==> images/met4.png <==
Scale bar: 50 µm. Cells faint in the background.
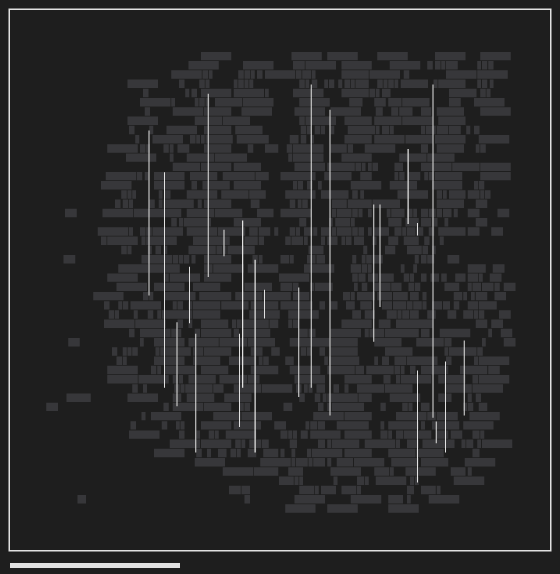
==> images/met2.png <==
Cells faint in the background.
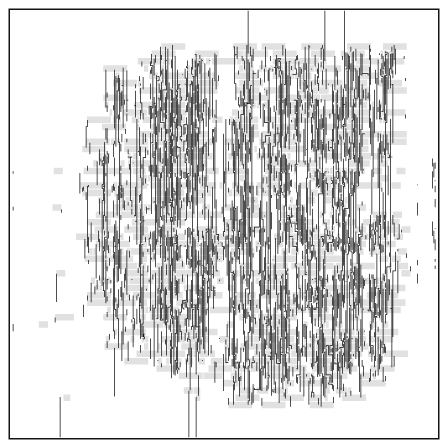
==> images/metal_stack.png <==
Two of the layers only.
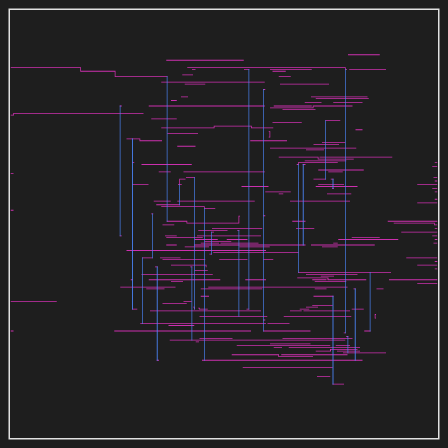
<file path="config.mk">
export PLATFORM = sky130hd
export DESIGN_NAME = reg_file_alu
export DESIGN_NICKNAME = d
export VERILOG_FILES = /design/src/rtl/reg_file_alu_pkg.sv /design/src/rtl/reg_file_alu_alu.sv /design/src/rtl/reg_file_alu.sv
export SDC_FILE = /design/constraint.sdc
export NUM_CORES = 1
export LEC_CHECK = 0
export CORE_MARGIN = 10
export CORE_UTILIZATION = 45
export CTS_CLUSTER_SIZE = 8
export DETAILED_ROUTE_END_ITERATION = 6
export MAX_ROUTING_LAYER = met4
export SYNTH_ARGS = -nofsm -noshare
export SYNTH_HDL_FRONTEND = slang
export SYNTH_SLANG_ARGS = --single-unit
</file>
<file path="constraint.sdc">
create_clock -name clk -period 8.5 [get_ports clk]
set_input_delay 1.7 -clock clk [delete_from_list [all_inputs] [get_ports clk]]
set_output_delay 1.7 -clock clk [all_outputs]
set_load 0.01 [all_outputs]
</file>
<file path="src/rtl/reg_file_alu_pkg.sv">
// Shared definitions for the reg_file_alu datapath slice: default widths
// and the ALU operation encoding driven by the control unit.
package reg_file_alu_pkg;

   localparam int DATA_W_DEF = 8;
   localparam int ADDR_W_DEF = 4;

   typedef enum logic [1:0] {
      ALU_AND = 2'b00,
      ALU_OR  = 2'b01,
      ALU_ADD = 2'b10,
      ALU_SUB = 2'b11
   } alu_op_e;

endpackage : reg_file_alu_pkg

</file>
<file path="src/rtl/reg_file_alu_alu.sv">
// Combinational 4-function ALU; add/sub wrap modulo 2**DATA_W with no flags.
module alu
   import reg_file_alu_pkg::*;
#(
   parameter int DATA_W = DATA_W_DEF
) (
   input  logic signed [DATA_W-1:0] a,
   input  logic signed [DATA_W-1:0] b,
   input  alu_op_e                  op,
   output logic signed [DATA_W-1:0] y
);

   // Operation select
   always_comb begin
      y = '0;
      unique case (op)
         ALU_AND: y = a & b;
         ALU_OR:  y = a | b;
         ALU_ADD: y = a + b;
         ALU_SUB: y = a - b;
         default: y = '0;
      endcase
   end

endmodule : alu

</file>
<file path="src/rtl/reg_file_alu.sv">
// Register file (2 read, 1 write) feeding the ALU; the ALU result is both the
// block output and the write-back data. Reads are unbypassed and combinational.
module reg_file_alu
   import reg_file_alu_pkg::*;
#(
   parameter int DATA_W = DATA_W_DEF,
   parameter int ADDR_W = ADDR_W_DEF
) (
   input  logic                     clk,
   input  logic                     rst_n,
   input  logic [ADDR_W-1:0]        RA1,
   input  logic [ADDR_W-1:0]        RA2,
   input  logic [ADDR_W-1:0]        WA,
   input  logic signed [DATA_W-1:0] external_data_in,
   input  logic [1:0]               ALUcontrol,
   input  logic                     regwrite,
   input  logic                     ALUsrc,
   output logic signed [DATA_W-1:0] ALUresult
);

   localparam int NUM_REGS = 2**ADDR_W;

   logic [DATA_W-1:0]        regs_q [NUM_REGS];
   logic [DATA_W-1:0]        regs_d [NUM_REGS];
   logic signed [DATA_W-1:0] operand_a_s;
   logic signed [DATA_W-1:0] operand_b_s;
   logic signed [DATA_W-1:0] alu_y_s;
   alu_op_e                  alu_op_s;

   assign alu_op_s = alu_op_e'(ALUcontrol);

   // Operand fetch: A from port 1, B from port 2 or the external operand
   always_comb begin
      operand_a_s = $signed(regs_q[RA1]);
      if (ALUsrc) begin
         operand_b_s = external_data_in;
      end else begin
         operand_b_s = $signed(regs_q[RA2]);
      end
   end

   alu #(
      .DATA_W (DATA_W)
   ) u_alu (
      .a  (operand_a_s),
      .b  (operand_b_s),
      .op (alu_op_s),
      .y  (alu_y_s)
   );

   assign ALUresult = alu_y_s;

   // Write-back next state: only the addressed entry changes, and only when enabled
   always_comb begin
      for (int i = 0; i < NUM_REGS; i++) begin
         regs_d[i] = regs_q[i];
      end
      if (regwrite) begin
         regs_d[WA] = alu_y_s;
      end else begin
         regs_d[WA] = regs_q[WA];
      end
   end

   // Register storage; reset clears every entry without waiting for clk
   always_ff @(posedge clk or negedge rst_n) begin
      if (!rst_n) begin
         for (int i = 0; i < NUM_REGS; i++) begin
            regs_q[i] <= '0;
         end
      end else begin
         for (int i = 0; i < NUM_REGS; i++) begin
            regs_q[i] <= regs_d[i];
         end
      end
   end

endmodule : reg_file_alu

</file>
==> deck_impl_summary.md <==
Flow Results at a Glance

Power
  • Pint: 2.00 mW
  • Clock power frac: 0.231
  • Leading power group: combinational cells
  • Leakage: 3.76 nW
  • Sequential cell power: approximately 1.1 mW
  • Power Combinational: 1.33 mW
  • PwrDens: 325 mW/mm²
  • Sw Ratio: 0.375

Layout
  • Share of layout cells above drive strength 1: 0.265
  • Clock Network Area Fraction: 0.0595
  • Area Overhead vs Synth: 13.2%
  • Logic share of the area: 0.524
  • Flip-flops: 128
  • Diodes inserted: 0
  • Most frequent logic cell in the layout: dfrtp_1
  • Top cell category: multi-input combinational cells
  • Largest regs: regs_q (128)
  • Logic area: 0.00516 mm²
  • Final net count: 814

Final timing
  • Hold Violations, Final: 0
  • Worst slew pin tran: 1.15 ns
  • Clk_skew: 0.00752 ns
  • Fin crit share: 0.961
  • RSZ-0062 raised after global routing: no

Placement
  • GP Congestion: 1.02
  • Count of input and output buffers: 33
  • DP Worst Slack: 0.244 ns

Synth
  • Area leader share: 0.368
  • Basic Gates by Area: 0.103
  • Main area contributors: dfrtp_1 37%, mux4_2 26%, nor2_1 5.1%
  • Mux share: 0.322
  • Synthesized registers: between 100 and 150
  • Syn Nets: 795
  • Synth async-reset ratio: 1.00
  • Most common cell in the netlist: dfrtp_1
  • Top FF cell, synth: dfrtp_1
  • Cells after Synth: 758
  • Chip Area, Yosys: 0.00871 mm²
  • Mean area per synthesized cell: 11.5 µm²
  • Leading area contributor after synthesis: dfrtp_1
  • Post-synthesis compound-gate area fraction: 0.136
  • Commonest cells in the netlist: 128 x dfrtp_1, 119 x nor2_1, 99 x mux4_2

GRT
  • Largest net degree at the start of global routing: about 73
  • Vias in the first global route: 6,835
  • Layer with the highest usage: met2
  • First-pass GRT wire length: between 40 and 50 mm
  • Initial antenna violation count: 0

Clock network
  • Reg clk slew, reported paths: 0.06 ns
  • Clk sinks: 128
  • Num CTS Buffers: 17
  • Latency at later pin: 0.42 ns
  • CTS max path bufs: 2
  • H-tree levels: 4

Detailed routing
  • Metal2 WL: 12.0 mm
  • DR pass1 iterations: 7
  • WL met1: 11.0 mm
  • Met3 wire length: 2.49 mm

Floorplan
  • Fp util: 0.461
  • Area of the core: between 0.015 and 0.02 mm²
  • Die area: 0.0253 mm²
  • Die Y: 159 µm
  • Tapcell Cnt: 260
  • Chip width: between 150 and 200 µm

Worst setup path
  • CP max-delay cell: clkdlybuf4s50_1
  • Critical path's largest stage delay: 0.77 ns
  • Critical path depth: 16
  • Worst path cell trace: clkdlybuf4s50_1, mux4_1, mux2_2, or3_1, o311ai_1, inv_1, o41ai_1, xnor2_1, ha_1, nor3_1, o21ai_0, o21ai_1, a211oi_1, a311oi_1, o22a_1, clkdlybuf4s50_1
  • Crit path DAT: ~6.5 ns
  • Cells on worst reg2reg path: 16
  • FF-to-FF Start: regs_q[73]

Worst hold path
  • Hold WC Path Type: flip-flop to flip-flop

Flow run
  • Reported max-cap violation count: 0
  • Tool warning count: 28

Outcome
  • Status: finished, final reports clean
-- met4.png (at the start) --
share of all routed wire = 3.3%
longest straight run = 97.9 µm
main direction = vertical
nets with wire on the layer = 16

-- met2.png (at the start) --
nets with wire on the layer = 674
longest straight run = 73.4 µm
share of all routed wire = 45%

-- metal_stack.png (at the start) --
met4 -> blue  # wire length 880 µm
met3 -> magenta  # wire length 2,490 µm
Routed WL: 26.3 mm
Total GRT Usage: 0.216
Via Count: 6,799

## worst min path at each step
stage / startpoint / end / slack (ns) / depth (start not counted)
floorplan: regs_q[9] / regs_q[9] / 0.47 / 2
global placement: regs_q[6] / regs_q[6] / 0.50 / 2
detailed placement: regs_q[6] / regs_q[6] / 0.51 / 2
CTS: regs_q[6] / regs_q[6] / 0.53 / 2
global route: regs_q[6] / regs_q[6] / 0.56 / 2
finish: regs_q[6] / regs_q[6] / 0.53 / 2
## through the flow
stage / instance area [µm²] / util
floorplan: 8710 / -
global placement: 9260 / 0.490
detailed placement: 9260 / 0.490
CTS: 9850 / 0.521
global route: 9850 / 0.522
finish: 9850 / 0.522
## timing repair
item | 4_1_cts | 5_1_grt
endpoints found under the setup margin | 0 | 1
resized | 0 | 1
buffers inserted | 0 | 0
Power is estimated from default activity; no workload was simulated.
